$ cat src/rtl/evm_pkg.sv
// Shared types and constants for the EVM result reader.
//   evm_state_e : readout FSM states
//   evm_best_t  : winner index plus tie flag
//   evm_pick()  : picks the largest count; the lowest index wins ties
package evm_pkg;

  localparam int unsigned NUM_CAND = 4;
  localparam int unsigned CAND_W   = 2;
  localparam int unsigned COUNT_W  = 4;

  typedef enum logic [1:0] {
    StIdle,
    StPress,
    StGap,
    StEmit
  } evm_state_e;

  typedef struct packed {
    logic [CAND_W-1:0] idx;
    logic              tie;
  } evm_best_t;

  function automatic evm_best_t evm_pick(input logic [NUM_CAND-1:0][COUNT_W-1:0] counts);
    logic [COUNT_W-1:0] max_v;
    int unsigned        n_max;
    evm_best_t          r;
    max_v = counts[0];
    r.idx = '0;
    // Strict '>' keeps the lowest index on equal counts.
    for (int i = 1; i < NUM_CAND; i++) begin
      if (counts[i] > max_v) begin
        max_v = counts[i];
        r.idx = CAND_W'(i);
      end
    end
    n_max = 0;
    for (int i = 0; i < NUM_CAND; i++) begin
      if (counts[i] == max_v) n_max++;
    end
    r.tie = (n_max > 1);
    return r;
  endfunction

endpackage

$ cat src/rtl/evm_hold_timer.sv
// Loadable down-counter timing the PRESS and GAP phases.
//   clk_i, rst_ni : clock, async active-low reset
//   load_i        : load load_val_i this edge (takes priority over counting)
//   load_val_i    : phase length minus one
//   expire_o      : high on the last cycle of the loaded phase (count is zero)
module evm_hold_timer #(
  parameter int unsigned Width = 8
) (
  input  logic             clk_i,
  input  logic             rst_ni,
  input  logic             load_i,
  input  logic [Width-1:0] load_val_i,
  output logic             expire_o
);

  logic [Width-1:0] cnt_d, cnt_q;

  always_comb begin
    cnt_d = cnt_q;
    if (load_i) begin
      cnt_d = load_val_i;
    end else if (cnt_q != '0) begin
      cnt_d = cnt_q - Width'(1);
    end
  end

  always_ff @(posedge clk_i or negedge rst_ni) begin
    if (!rst_ni) cnt_q <= '0;
    else         cnt_q <= cnt_d;
  end

  assign expire_o = (cnt_q == '0);

endmodule

$ cat src/rtl/evm_result_reader.sv
// Drives a voting machine through result mode: presses each candidate button in turn, captures
// the displayed count, then emits one valid/ready record per candidate and reports the winner.
//   clock, reset          : clock, async active-low reset
//   start, abort          : begin a readout (IDLE only) / cancel a readout in progress
//   result                : count shown by the machine for the pressed button
//   mode, candidateN_button : registered drive to the machine
//   out_valid/out_ready, out_cand, out_count : per-candidate record stream
//   busy, done, winner, tie : status; winner/tie valid from done until the next start
module evm_result_reader
  import evm_pkg::*;
#(
  parameter int unsigned HOLD_CYCLES = 12,
  parameter int unsigned GAP_CYCLES  = 2
) (
  input  logic               clock,
  input  logic               reset,
  input  logic               start,
  input  logic               abort,
  input  logic [COUNT_W-1:0] result,
  output logic               mode,
  output logic               candidate1_button,
  output logic               candidate2_button,
  output logic               candidate3_button,
  output logic               candidate4_button,
  output logic               out_valid,
  input  logic               out_ready,
  output logic [CAND_W-1:0]  out_cand,
  output logic [COUNT_W-1:0] out_count,
  output logic               busy,
  output logic               done,
  output logic [CAND_W-1:0]  winner,
  output logic               tie
);

  localparam logic [7:0] HoldLoad = 8'(HOLD_CYCLES - 1);
  localparam logic [7:0] GapLoad  = 8'(GAP_CYCLES - 1);

  evm_state_e                         state_d, state_q;
  logic [CAND_W-1:0]                  k_d, k_q;
  logic [NUM_CAND-1:0][COUNT_W-1:0]   count_d, count_q;
  logic [NUM_CAND-1:0]                btn_d, btn_q;
  logic                               mode_d, mode_q;
  logic                               out_valid_d, out_valid_q;
  logic [CAND_W-1:0]                  out_cand_d, out_cand_q;
  logic [COUNT_W-1:0]                 out_count_d, out_count_q;
  logic                               done_d, done_q;
  logic [CAND_W-1:0]                  winner_d, winner_q;
  logic                               tie_d, tie_q;
  logic                               timer_load;
  logic [7:0]                         timer_val;
  logic                               timer_expire;
  evm_best_t                          best;

  evm_hold_timer #(
    .Width (8)
  ) u_timer (
    .clk_i      (clock),
    .rst_ni     (reset),
    .load_i     (timer_load),
    .load_val_i (timer_val),
    .expire_o   (timer_expire)
  );

  assign best = evm_pick(count_q);

  always_comb begin
    state_d    = state_q;
    k_d        = k_q;
    count_d    = count_q;
    done_d     = 1'b0;
    winner_d   = winner_q;
    tie_d      = tie_q;
    timer_load = 1'b0;
    timer_val  = '0;

    unique case (state_q)
      StIdle: begin
        if (start && !abort) begin
          state_d    = StPress;
          k_d        = '0;
          winner_d   = '0;
          tie_d      = 1'b0;
          timer_load = 1'b1;
          timer_val  = HoldLoad;
        end
      end
      StPress: begin
        if (timer_expire) begin
          count_d[k_q] = result;
          state_d      = StGap;
          timer_load   = 1'b1;
          timer_val    = GapLoad;
        end
      end
      StGap: begin
        if (timer_expire) begin
          if (k_q == CAND_W'(NUM_CAND - 1)) begin
            state_d = StEmit;
            k_d     = '0;
          end else begin
            state_d    = StPress;
            k_d        = k_q + CAND_W'(1);
            timer_load = 1'b1;
            timer_val  = HoldLoad;
          end
        end
      end
      StEmit: begin
        if (out_valid_q && out_ready) begin
          if (k_q == CAND_W'(NUM_CAND - 1)) begin
            state_d  = StIdle;
            k_d      = '0;
            done_d   = 1'b1;
            winner_d = best.idx;
            tie_d    = best.tie;
          end else begin
            k_d = k_q + CAND_W'(1);
          end
        end
      end
      default: state_d = StIdle;
    endcase

    // Abort overrides everything, including a capture or final handshake on this edge.
    if (abort && state_q != StIdle) begin
      state_d    = StIdle;
      k_d        = '0;
      count_d    = count_q;
      done_d     = 1'b0;
      winner_d   = winner_q;
      tie_d      = tie_q;
      timer_load = 1'b1;
      timer_val  = '0;
    end
  end

  // Machine drive and record outputs are registered from the next state so they line up
  // with the state they belong to.
  always_comb begin
    btn_d       = (state_d == StPress) ? (NUM_CAND'(1) << k_d) : '0;
    mode_d      = (state_d == StPress) || (state_d == StGap);
    out_valid_d = (state_d == StEmit);
    out_cand_d  = (state_d == StEmit) ? k_d : '0;
    out_count_d = (state_d == StEmit) ? count_q[k_d] : '0;
  end

  always_ff @(posedge clock or negedge reset) begin
    if (!reset) begin
      state_q     <= StIdle;
      k_q         <= '0;
      count_q     <= '0;
      btn_q       <= '0;
      mode_q      <= 1'b0;
      out_valid_q <= 1'b0;
      out_cand_q  <= '0;
      out_count_q <= '0;
      done_q      <= 1'b0;
      winner_q    <= '0;
      tie_q       <= 1'b0;
    end else begin
      state_q     <= state_d;
      k_q         <= k_d;
      count_q     <= count_d;
      btn_q       <= btn_d;
      mode_q      <= mode_d;
      out_valid_q <= out_valid_d;
      out_cand_q  <= out_cand_d;
      out_count_q <= out_count_d;
      done_q      <= done_d;
      winner_q    <= winner_d;
      tie_q       <= tie_d;
    end
  end

  assign candidate1_button = btn_q[0];
  assign candidate2_button = btn_q[1];
  assign candidate3_button = btn_q[2];
  assign candidate4_button = btn_q[3];
  assign mode              = mode_q;
  assign out_valid         = out_valid_q;
  assign out_cand          = out_cand_q;
  assign out_count         = out_count_q;
  assign busy              = (state_q != StIdle);
  assign done              = done_q;
  assign winner            = winner_q;
  assign tie               = tie_q;

endmodule

$ cat config.mk
export PLATFORM = sky130hd
export DESIGN_NAME = evm_result_reader
export DESIGN_NICKNAME = d
export VERILOG_FILES = /design/src/rtl/evm_pkg.sv /design/src/rtl/evm_hold_timer.sv /design/src/rtl/evm_result_reader.sv
export SDC_FILE = /design/constraint.sdc
export NUM_CORES = 1
export LEC_CHECK = 0
export ABC_AREA = 1
export CAP_MARGIN = 10
export CELL_PAD_IN_SITES_DETAIL_PLACEMENT = 1
export CELL_PAD_IN_SITES_GLOBAL_PLACEMENT = 1
export CORE_MARGIN = 2
export CORE_UTILIZATION = 43
export CTS_CLUSTER_DIAMETER = 30
export CTS_CLUSTER_SIZE = 40
export DETAILED_ROUTE_END_ITERATION = 7
export PLACE_DENSITY = 0.86
export SYNTH_ARGS = -nofsm -noshare
export SYNTH_HDL_FRONTEND = slang
export SYNTH_SLANG_ARGS = --single-unit
export TNS_END_PERCENT = 30
$ cat constraint.sdc
create_clock -name clock -period 5.3 [get_ports clock]
set_clock_uncertainty 0.15 [all_clocks]
set_input_delay 1.06 -clock clock [delete_from_list [all_inputs] [get_ports clock]]
set_output_delay 1.06 -clock clock [all_outputs]
set_load 0.05 [all_outputs]
Figure 1. Clock wiring as the flow saved it (run 1).
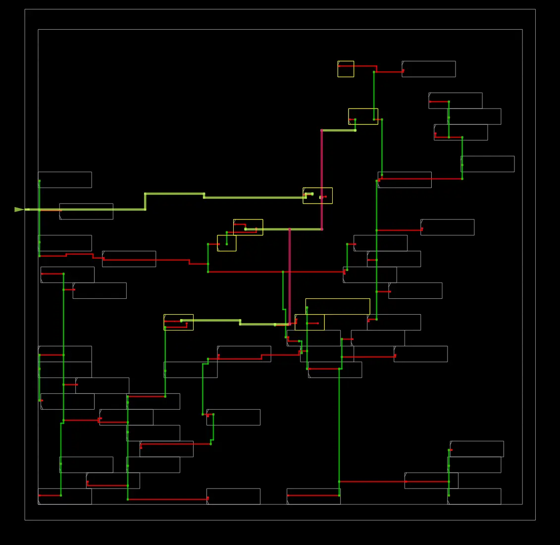
worst skew pair latency: 0.31 ns
CTS sink cnt: 44
clkbuf count: 5

Figure 2. Gate families picked out (run 1).
(4 px per um)
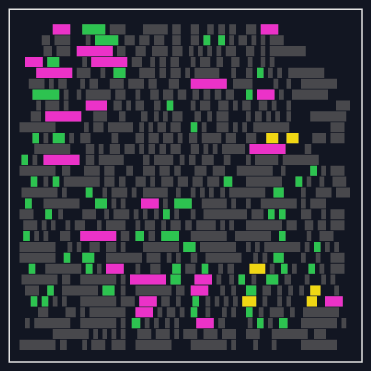
Key: aoi and oai cells = green [cells 57, most used o21ai_0, where widely spread]; non-inverting ao/oa cells = yellow [cells 6]; fa/ha/maj cells = magenta [cells 22, most used ha_1]

==> results.cfg, run 1 <==
; synthesis and place-and-route metrics
[outcome]
status = finished with violations
violations = setup timing

[final_timing]
fin_ws_ns = -0.130
finalCriticalPeriod_ns = 5.43
setup_viol = 1

[worst_setup_path]
cpMostUsedCell = nand2_1
reg2regPathDepth = 37
cp_num_cells = 37

[synthesis]
topCombFamilyByArea = simple AND/OR/NAND/NOR gates
area_leaders = dfrtp_1 (36%), nand2_1 (11%), ha_1 (9.1%), inv_1 (7.1%), nand3_1 (6.6%)
fa_ha_area_frac = 0.0912
ys_warn_count = 0

[detailed_routing]
dr_wl_met3_um = 654

[worst_hold_path]
hold_depth = 2

[clock_network]
postCtsHoldBufs = 0

[finish]
buf_share = 0.141
n_all_buffers = 70

[grt]
globalRouteMet2Util = 0.450
Figure 3. Nets reached from selected ports (run 1).
(6 px per um)
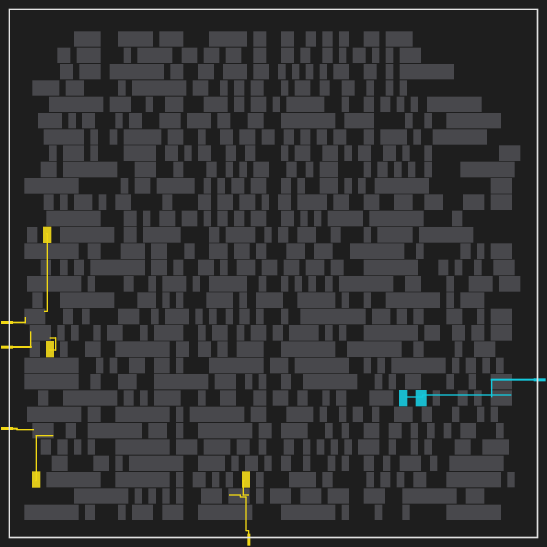
Key: out_ready = cyan [bits 1, direction input, edge right, end cells 2, wire 27.8 um]; result = yellow [bits 4, direction input, edge 3 left, 1 bottom, end cells 4, wire 53.3 um]
I/O pins: 26
I/O Buffers: 25

Figure 4. Metal layers overlaid (run 1).
(4 px per um)
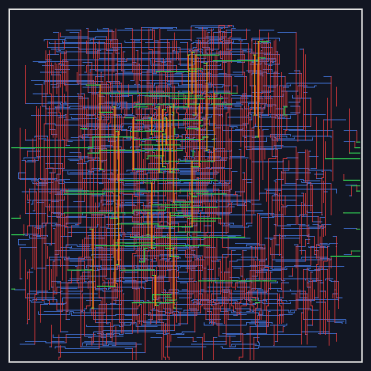

==> inputs of run 2 (changes only) <==
--- a/config.mk
+++ b/config.mk
@@ -14,8 +14,9 @@
 export CTS_CLUSTER_DIAMETER = 30
 export CTS_CLUSTER_SIZE = 40
 export DETAILED_ROUTE_END_ITERATION = 7
-export PLACE_DENSITY = 0.86
+export PLACE_DENSITY = 0.87
 export SYNTH_ARGS = -nofsm -noshare
 export SYNTH_HDL_FRONTEND = slang
+export SYNTH_HIERARCHICAL = 1
 export SYNTH_SLANG_ARGS = --single-unit
 export TNS_END_PERCENT = 30
==> constraint.sdc (replaced) <==
create_clock -name clock -period 6.2 [get_ports clock]
set_clock_uncertainty 0.15 [all_clocks]
set_input_delay 1.24 -clock clock [delete_from_list [all_inputs] [get_ports clock]]
set_output_delay 1.24 -clock clock [all_outputs]
set_load 0.05 [all_outputs]
Figure 5. Metal layers overlaid (run 2).
(4 px per um)
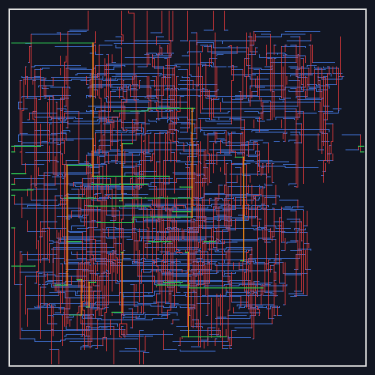
Key: M1 = blue [wire length 4,200 um]; M4 = orange [wire length 182 um]; M2 = red [wire length 4,440 um]; M3 = green [wire length 255 um]
vias post-DR: 2,982
Detailed Route WL: 9.07 mm
routed length per instance: 16.2 um
total track usage: 0.253

Figure 6. Gate families picked out (run 2).
(4 px per um)
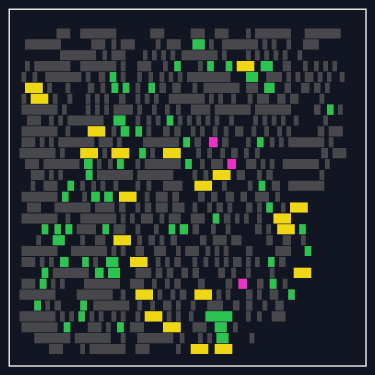
Key: and/or cells = magenta [cells 3]; fa/ha/maj cells = yellow [cells 22, most used ha_1]; aoi and oai cells = green [cells 57, most used o21ai_0]
multi-input combinational area share: 0.495
Top cell excl fill/tap: nand2_1
non-filler instance count after layout: 559

==> run 2 against run 1 <==
The flow now finishes without violations. Final area shrank 14%. Die size grew 2.4%. Utilization fell by 9.5 points. Global-route usage fell by 0.52 points. Count of clock-buffer cells in the layout stayed put. Hold slack worse by 0.0036 ns. Area after synthesis increased by 2.5%. Cell count is 2.8% lower. Critical path type unchanged. Critical endpoint unchanged. Highest routed layer unchanged.
==> results.cfg, run 2 <==
; synthesis and place-and-route metrics
[outcome]
status = finished, final reports clean

[synthesis]
ys_warn_count = 6
ys_sh_simple = 0.338
area_leaders = dfrtp_1 (36%), nand2_1 (15%), ha_1 (8.9%), nand3_1 (7.3%), inv_1 (6.9%)
postSynthCellCount = 427
topCombFamilyByArea = simple AND/OR/NAND/NOR gates
fa_ha_area_frac = 0.0890
synth-edff-count = 0

[finish]
buf_share = 0.0704
n_all_buffers = 26
biggestCellCategory = logic gates
nFillCells = 909

[clock_network]
path_clk_slew_ns = 0.09
postCtsHoldBufs = 0
cts_setup_buffers = 0

[worst_hold_path]
hold_depth = 1

[worst_setup_path]
cp_num_cells = 37
path_buffers = 6
critPathCapture = tie$_DFFE_PN0P_
reg2regPathDepth = 37

[placed_design]
numPortBuffers = 25
post-dp-hpwl_mm = 7.02

[grt]
globalRouteMet2Util = 0.440
gr-usage-met3 = 0.0410

[floorplanning]
die_w_um = 88.8
io-pin-count = 26

[detailed_routing]
dr_wl_met3_um = 254
dr_wl_met2_mm = 4.44

[final_timing]
fin_ws_ns = 0.406
setup_viol = 0
Figure 7. Nets reached from selected ports (run 2).
(6 px per um)
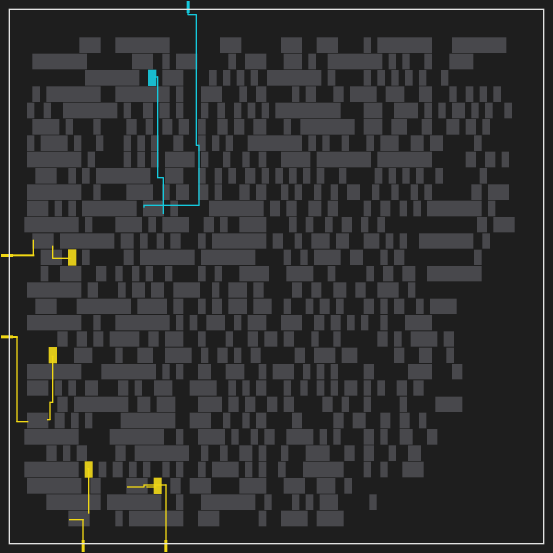

==> inputs of run 3 (changes only) <==
--- a/config.mk
+++ b/config.mk
@@ -9,12 +9,13 @@
 export CAP_MARGIN = 10
 export CELL_PAD_IN_SITES_DETAIL_PLACEMENT = 1
 export CELL_PAD_IN_SITES_GLOBAL_PLACEMENT = 1
-export CORE_MARGIN = 2
+export CORE_MARGIN = 3
 export CORE_UTILIZATION = 43
 export CTS_CLUSTER_DIAMETER = 30
 export CTS_CLUSTER_SIZE = 40
 export DETAILED_ROUTE_END_ITERATION = 7
 export PLACE_DENSITY = 0.87
+export RECOVER_POWER = 50
 export SYNTH_ARGS = -nofsm -noshare
 export SYNTH_HDL_FRONTEND = slang
 export SYNTH_HIERARCHICAL = 1
Figure 8. Nets reached from selected ports (run 3).
(4 px per um)
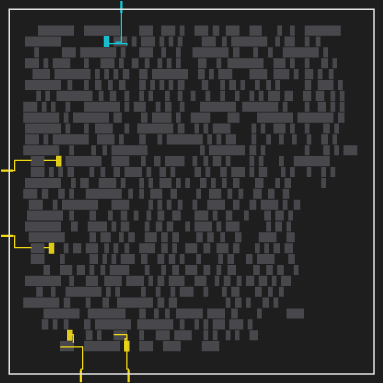
Key: result = yellow [bits 4, direction input, edge 2 bottom, 2 left, end cells 4, wire 51.2 um]; out_ready = cyan [bits 1, direction input, edge top, end cells 1, wire 14.5 um]

==> run 3 against run 2 <==
Final area is 1.1% lower. The run now ends with capacitance limit, slew limit left. Utilization is 0.56 points lower. Highest routed layer unchanged.
==> results.cfg, run 3 <==
; synthesis and place-and-route metrics
[outcome]
status = finished with violations
violations = capacitance limit, slew limit

[detailed_routing]
num_vias = 2986
dr_wl_met3_um = 309
dr_wl_met2_mm = 4.50
wl_mm = 8.99
wl_per_cell_um = 16.1

[synthesis]
ys_sh_simple = 0.338
area_leaders = dfrtp_1 (36%), nand2_1 (15%), ha_1 (8.9%), nand3_1 (7.3%), inv_1 (6.9%)

[final_timing]
slew_viol_final = 45

[finish]
comb_share = 0.499
layout_top_cell = nand2_1
final_cell_count_no_fill = 558

[worst_setup_path]
critPathCapture = tie$_DFFE_PN0P_
reg2regPathDepth = 35

[grt]
globalRouteMet2Util = 0.394

[floorplanning]
io-pin-count = 26
die_w_um = 90.8

[clock_network]
cts_setup_buffers = 0
path_clk_slew_ns = 0.09

[run]
maxCapViolCount = 1
Figure 9. Register map, names as in the netlist (run 3).
(3 px per um) Other sequential cells in the stronger grey, the rest of the logic in the fainter grey.
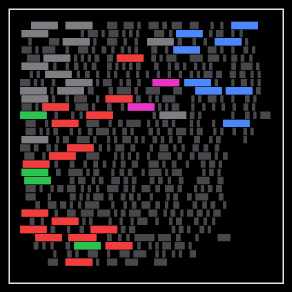
Key: winner = magenta [placed flops 2]; out_count = green [placed flops 4]; u_timer/cnt_q = blue [placed flops 8, where upper right]; count_q = red [placed flops 16]

